**config.mk**
```make
export PLATFORM = sky130hd
export DESIGN_NAME = stat_nclus_readout
export DESIGN_NICKNAME = d
export VERILOG_FILES = /design/src/rtl/stat_nclus_readout.sv
export SDC_FILE = /design/constraint.sdc
export NUM_CORES = 1
export LEC_CHECK = 0
export CAP_MARGIN = 5
export CORE_MARGIN = 3
export CORE_UTILIZATION = 30
export DETAILED_ROUTE_END_ITERATION = 16
export PLACE_DENSITY = 0.62
export SLEW_MARGIN = 20
export SYNTH_ARGS = -nofsm -noshare
export SYNTH_HDL_FRONTEND = slang
export SYNTH_SLANG_ARGS = --single-unit
export TNS_END_PERCENT = 1
```
**constraint.sdc**
```tcl
create_clock -name clk -period 3.54 [get_ports clk]
set_input_delay 1.062 -clock clk [delete_from_list [all_inputs] [get_ports clk]]
set_output_delay 1.062 -clock clk [all_outputs]
set_load 0.01 [all_outputs]
```
**src/rtl/stat_nclus_readout.sv**
```systemverilog
// rtl/stat_nclus_readout.sv - snapshot and framed readout of the cluster-multiplicity histogram
module stat_nclus_readout #(
    parameter int               NBIN    = 10,
    parameter int               CNT_W   = 16,
    parameter logic [CNT_W-1:0] HDR_TAG = 16'hC105
) (
    input  logic                  clk,
    input  logic                  rst_n,
    input  logic                  in_live,
    input  logic [NBIN*CNT_W-1:0] clus_cnt,
    input  logic                  dump_req,
    output logic [CNT_W-1:0]      out_data,
    output logic                  out_valid,
    input  logic                  out_ready,
    output logic                  out_last,
    output logic                  busy,
    output logic [15:0]           spill_id,
    output logic [7:0]            overrun_cnt
);

    localparam logic [0:0] S_IDLE = 1'b0;
    localparam logic [0:0] S_SEND = 1'b1;

    localparam int               IDX_W    = $clog2(NBIN + 3);
    localparam logic [IDX_W-1:0] LAST_IDX = IDX_W'(NBIN + 2);

    logic [0:0]            state;
    logic                  pre_live;
    logic [NBIN*CNT_W-1:0] snap;
    logic [IDX_W-1:0]      idx;
    logic [CNT_W-1:0]      csum;
    logic [CNT_W-1:0]      word;
    logic                  trig;
    logic                  accept;

    assign trig   = (pre_live & ~in_live) | dump_req;
    assign accept = (state == S_SEND) & out_ready;

    // Current frame word selected by idx: header, spill id, bins, running checksum.
    always_comb begin
        word = HDR_TAG;
        if (idx == IDX_W'(1)) begin
            word = CNT_W'(spill_id);
        end
        for (int k = 0; k < NBIN; k++) begin
            if (idx == IDX_W'(k + 2)) begin
                word = snap[k*CNT_W +: CNT_W];
            end
        end
        if (idx == LAST_IDX) begin
            word = csum;
        end
    end

    // Outputs decode straight from registered state, so they hold during stalls.
    assign busy      = (state == S_SEND);
    assign out_valid = busy;
    assign out_last  = busy & (idx == LAST_IDX);
    assign out_data  = busy ? word : '0;

    always_ff @(posedge clk) begin
        if (!rst_n) begin
            state       <= S_IDLE;
            pre_live    <= 1'b0;
            snap        <= '0;
            idx         <= '0;
            csum        <= '0;
            spill_id    <= '0;
            overrun_cnt <= '0;
        end else begin
            pre_live <= in_live;
            case (state)
                S_IDLE: begin
                    if (trig) begin
                        snap  <= clus_cnt;
                        idx   <= '0;
                        csum  <= '0;
                        state <= S_SEND;
                    end
                end
                default: begin
                    // A trigger while a frame is in flight, including on the final edge, is dropped.
                    if (trig && overrun_cnt != 8'hFF) begin
                        overrun_cnt <= overrun_cnt + 8'd1;
                    end
                    if (accept) begin
                        csum <= csum + word;
                        if (idx == LAST_IDX) begin
                            state    <= S_IDLE;
                            spill_id <= spill_id + 16'd1;
                        end else begin
                            idx <= idx + IDX_W'(1);
                        end
                    end
                end
            endcase
        end
    end

endmodule
```
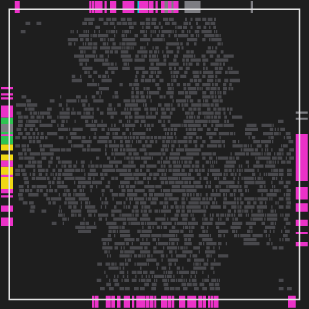
run_1/io_placement.png
Scale: 1.5 px per um. Pins as bars across the die edge, other pins in grey.
yellow -> spill_id  # pins 16, direction output, edge left
cyan -> rst_n  # pins 1, direction input, edge top
green -> overrun_cnt  # pins 8, direction output, edge left
magenta -> clus_cnt  # pins 160, direction input, edge 57 bottom, 40 top, 39 right, 24 left
all pins by edge = 58 top, 57 bottom, 52 left, 41 right
Die X: 192.5 um
Die H: 192.5 um
number of I/O port buffers: 207

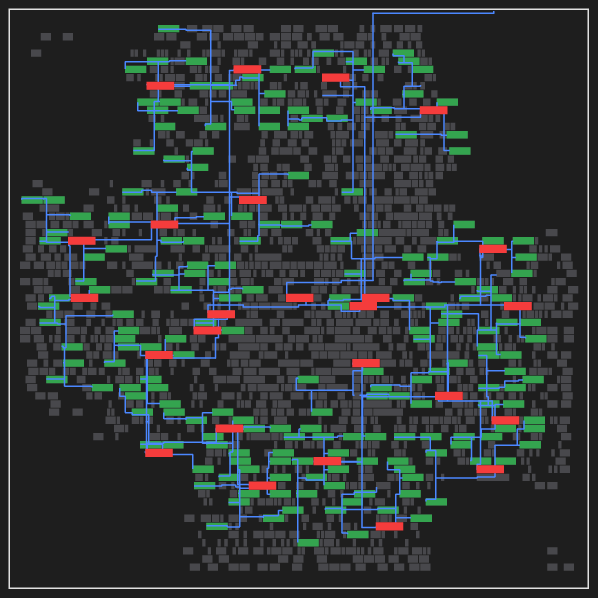
run_1/clk_routes.png
Scale: 3 px per um.
green -> flip-flops  # count 206
blue -> clock wires  # length 2,900 um
red -> clock drivers  # count 25
routed clock nets = 26
flops lie = all over the die

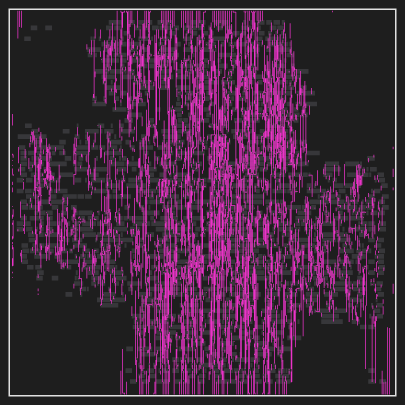
run_1/layer_met2.png
Scale: 2 px per um.
longest straight run = 60.2 um
main direction = vertical
GRT met2 Usage: 0.3112
total number of vias: 10,330
final wirelength: 37,110 um

==> results.sh, run 1 <==
# yosys + openroad results
export IMPL_setup_viol=19
export IMPL_ys_ff=206
export IMPL_cts_buffers_inserted=25
export IMPL_cap_violations=0
export IMPL_synth_top_flop_cell="dfxtp_1"
export IMPL_comb_power_share=0.132
export IMPL_tritoncts="built"
export IMPL_synthesis_nets=1530
export IMPL_violations="setup timing"
export IMPL_fin_ws_ns=-0.2453
export IMPL_grt_start_max_net_pins=111
export IMPL_power_density_nw_per_um2=389.8
export IMPL_cts_max_path_buffers=3
export IMPL_regArea_sq_um=4126
export IMPL_layout_cells_most_common_list="386 x nand2_1, 204 x dfxtp_1, 189 x clkdlybuf4s50_1"
export IMPL_num_rows=67
export IMPL_ys_area_sq_um=10440
export IMPL_drive_above_1_share=0.1880
export IMPL_fmax_mhz=264.2
export IMPL_critPathLaunch="idx[1]"
export IMPL_track_usage=0.1927
export IMPL_nets=1791
export IMPL_clk_pin_slew_ns=0.05
export IMPL_outcome="finished with violations"
export IMPL_finalCritPeriodShare=1.069
export IMPL_p_sw_mw=1.468
export IMPL_r2r_start="idx[1]"
export IMPL_hp_class="reg2reg"
export IMPL_peakVddDrop_uv=362.0
export IMPL_antenna_found_initial=1
export IMPL_finalHoldViolCount=0
==> run 1: synthesized netlist by cell type, drive strengths merged (6+ instances only) <==
| master | number | share of area |
|---|---|---|
| o21a | 6 | 0.0043 |
| and3 | 6 | 0.0036 |
| a21oi | 69 | 0.033 |
| nor2 | 24 | 0.0089 |
| clkbuf | 79 | 0.028 |
| and2 | 47 | 0.028 |
| nand3 | 22 | 0.011 |
| ha | 24 | 0.029 |
| nor2b | 16 | 0.010 |
| a21boi | 166 | 0.12 |
| o221ai | 10 | 0.0084 |
| buf | 29 | 0.014 |
| a221oi | 6 | 0.0050 |
| dfxtp | 206 | 0.40 |
| nand4 | 9 | 0.0054 |
| o22ai | 6 | 0.0036 |
| a21o | 6 | 0.0043 |
| a311oi | 12 | 0.010 |
| nor3b | 9 | 0.0065 |
| a211oi | 19 | 0.014 |
| a22oi | 12 | 0.0086 |
| nand3b | 23 | 0.017 |
| o21ai | 51 | 0.024 |
| xor2 | 15 | 0.013 |
| nand2 | 388 | 0.14 |
| xnor2 | 20 | 0.017 |
| nor3 | 12 | 0.0058 |
| inv | 16 | 0.0058 |
==> run 1: cell type report <==
cell class	count	area share
clock inverters	7	0.007591
diodes	1	0.0001633
multi-input cells	1010	0.4180
clock buffers	36	0.04808
well taps	448	0.03657
repair buffers	342	0.2165
inverters	16	0.003918
flip-flops and latches	206	0.2692
==> run 1: sequential cells by signal, summed over array words and instances, names as in the netlist <==
name,cells
csum,16
overrun_cnt,8
pre_live,1
snap,160
busy,1
spill_id,16
idx,4
==> run 1: worst paths after layout <==
path                       end  slack, ns
setup reg to reg      csum[15]      -0.06
hold / removal       snap[121]       0.46
hold reg to reg      snap[121]       0.46
setup / recovery  out_data[14]      -0.25
==> run 1: per-stage QoR <==
step / cell area, sq um / hold WS, ns / std cells / utilization
floorplan: 10440 / 0.4386 / 1340 / -
global placement: 13610 / 0.4535 / 1999 / 0.4010
detailed placement: 13610 / 0.4586 / 1999 / 0.4010
CTS: 15140 / 0.4670 / 2059 / 0.4460
global route: 15330 / 0.4819 / 2066 / 0.4515
finish: 15330 / 0.4636 / 2066 / 0.4515
==> run 1: power groups by stage <==
stage	sequential (mW)	clock (mW)	combinational [mW]
final	2.54	2.65	0.790
after global routing	2.55	2.80	0.870
after CTS	2.53	2.71	0.775
after detailed placement	2.58	0	0.715
after global placement	2.58	0	0.707
after floorplan	2.54	0	0.360
==> run 1: timing repair <==
action	CTS	global route
buffers inserted	15	7
endpoints found under the setup margin	25	27
pin swaps	58	33
gates resized	187	36
cloned	4	1
==> run 1: metal layers <==
metal	GRT usage	wire, um
met1	0.2666	16980
met2	0.3112	16680
met3	0.03270	2406
met4	0.05015	1046
met5	0	0
==> run 1: kinds of logic after synthesis <==
logic type | count (synthesis) | share of synthesized area
fa+ha+maj | 25 | 0.03069
compound gates | 381 | 0.2505
flops | 206 | 0.3951
simple gates | 565 | 0.2423
xor+xnor | 35 | 0.02937
buf+inv | 124 | 0.04807
mux | 4 | 0.003956
==> inputs of run 2 (changes only) <==
- CAP_MARGIN: 5 -> not set
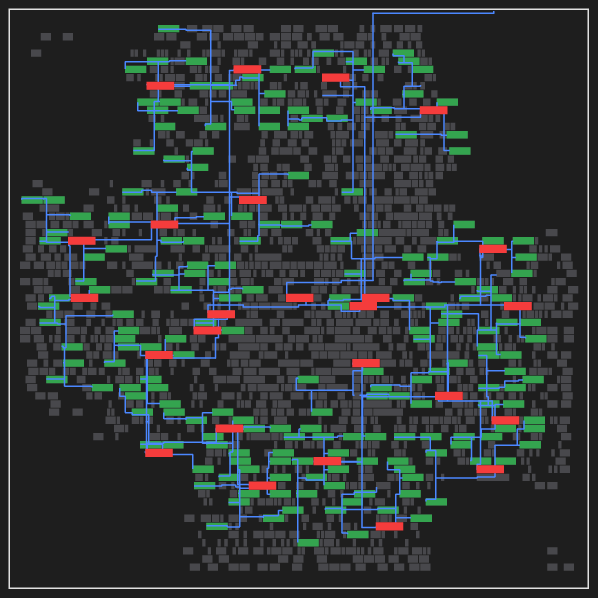
run_2/clk_routes.png
Scale: 3 px per um.
blue -> clock wires  # length 2,900 um
green -> flip-flops  # count 206
red -> clock drivers  # count 25
flops lie = all over the die
routed clock nets = 26

==> run 2 against run 1 <==
- largest power group unchanged
- via count unchanged
- the flow still finishes with violations (setup timing)
- synthesized cell count is the same
- fmax is the same
- global-route usage unchanged
- highest routed layer unchanged
- hold slack did not move
- count of clock-buffer cells in the layout did not move
- largest cell class unchanged
==> results.sh, run 2 <==
# yosys + openroad results
export IMPL_outcome="finished with violations"
export IMPL_violations="setup timing"
export IMPL_setup_viol=19
export IMPL_dpl_cell_area_sq_um=13610
export IMPL_gr_usage_met1=0.2666
export IMPL_die_w_um=192.5
export IMPL_whs_ns=0.4636
export IMPL_track_usage=0.1927
export IMPL_top_cell="nand2_1"
export IMPL_drive_above_1_share=0.1880
export IMPL_nets=1791
export IMPL_yosysTopAreaCellShare=0.3951
export IMPL_grt_use_met2=0.3112
export IMPL_fmax_mhz=264.2
export IMPL_ys_ff=206
export IMPL_antenna_found_initial=1
export IMPL_largest_register="snap"
export IMPL_cap_violations=0
export IMPL_grt_busiest_layer="met2"
export IMPL_dieArea_sq_um=37070
export IMPL_instances_no_fill=2066
export IMPL_cts_max_path_buffers=3
export IMPL_placed_cells=1999
export IMPL_fin_util=0.4515
export IMPL_layout_cells_most_common_list="386 x nand2_1, 204 x dfxtp_1, 189 x clkdlybuf4s50_1"
export IMPL_largest_reg_flops=160
export IMPL_hp_class="reg2reg"
export IMPL_tritoncts="built"
export IMPL_comb_power_share=0.132
export IMPL_io_buffers=207
export IMPL_synth_top_flop_cell="dfxtp_1"
export IMPL_met3_usage=0.03270
export IMPL_ys_area_sq_um=10440
export IMPL_cts_buffers_inserted=25
export IMPL_yosys_top_cells_count="388 x nand2_1, 206 x dfxtp_1, 164 x a21boi_0"
export IMPL_fin_ws_ns=-0.2453
export IMPL_via_count=10330
export IMPL_peakVddDrop_uv=362.0
export IMPL_p_sw_mw=1.468
export IMPL_final_cell_area_sq_um=15330
export IMPL_power_density_nw_per_um2=389.8
export IMPL_synthTopCellsByArea="dfxtp_1 40%, nand2_1 14%, a21boi_0 12%"
export IMPL_finalHoldViolCount=0
export IMPL_clk_pin_slew_ns=0.05
export IMPL_num_rows=67
export IMPL_grt_start_max_net_pins=111
-- run 2: cell type report --
type | instances | area, sq um | share of cell area
Tap cell | 448 | 560.5 | 0.03657
Antenna cell | 1 | 2.502 | 0.0001633
Clock buffer | 36 | 737.0 | 0.04808
Timing Repair Buffer | 342 | 3318 | 0.2165
Multi-Input combinational cell | 1010 | 6407 | 0.4180
Sequential cell | 206 | 4126 | 0.2692
Inverter | 16 | 60.06 | 0.003918
Clock inverter | 7 | 116.4 | 0.007591
-- run 2: power groups by stage --
stage                     Combinational [mW]  Clock, mW  Sequential [mW]
after floorplan                        0.360          0             2.54
after global placement                 0.707          0             2.58
after detailed placement               0.715          0             2.58
after CTS                              0.775       2.71             2.53
after global routing                   0.870       2.80             2.55
final                                  0.790       2.65             2.54
-- run 2: worst paths after layout --
| check | start | to | slack [ns] | cells past startpoint |
|---|---|---|---|---|
| worst max register to register | idx[1] | csum[15] | -0.06 | 20 |
| worst min register to register | snap[121] | snap[121] | 0.46 | 2 |
| worst max-delay path | idx[1] | out_data[14] | -0.25 | 12 |
| worst min-delay path | snap[121] | snap[121] | 0.46 | 2 |
-- run 2: worst max-delay path, cell delays in order (launching register included) --
cell,delay [ns]
dfxtp_2,0.34
inv_2,0.05
ha_4,0.19
buf_12,0.14
buf_12,0.13
buf_8,0.13
a221oi_2,0.34
a21oi_2,0.08
a21oi_2,0.17
o21a_1,0.15
o31a_1,0.20
and2_1,0.15
buf_2,0.13
-- run 2: kinds of logic (layout without fill, tap and decap cells) --
group | after synthesis | after routing | synth area share
AOI/OAI and AO/OA | 381 | 381 | 0.2505
xor gates and xnor gates | 35 | 35 | 0.02937
adders and majority gates | 25 | 25 | 0.03069
buffers and inverters | 124 | 401 | 0.04807
DFF | 206 | 206 | 0.3951
muxes | 4 | 4 | 0.003956
other | 0 | 1 | 0
and+or+nand+nor | 565 | 565 | 0.2423
-- run 2: layer usage --
metal,routed length [um],part of all wire
met4,1046,0.028
met1,16980,0.46
met3,2406,0.065
met2,16680,0.45
met5,0,0
-- run 2: what timing repair did --
action	in CTS	in global routing
endpoints found under the setup margin	25	27
pin swaps	58	33
hold endpoints to repair	0	0
cloned	4	1
setup buffers	15	7
gates resized	187	36
hold buffers	0	0
Power and IR drop assume default switching activity.
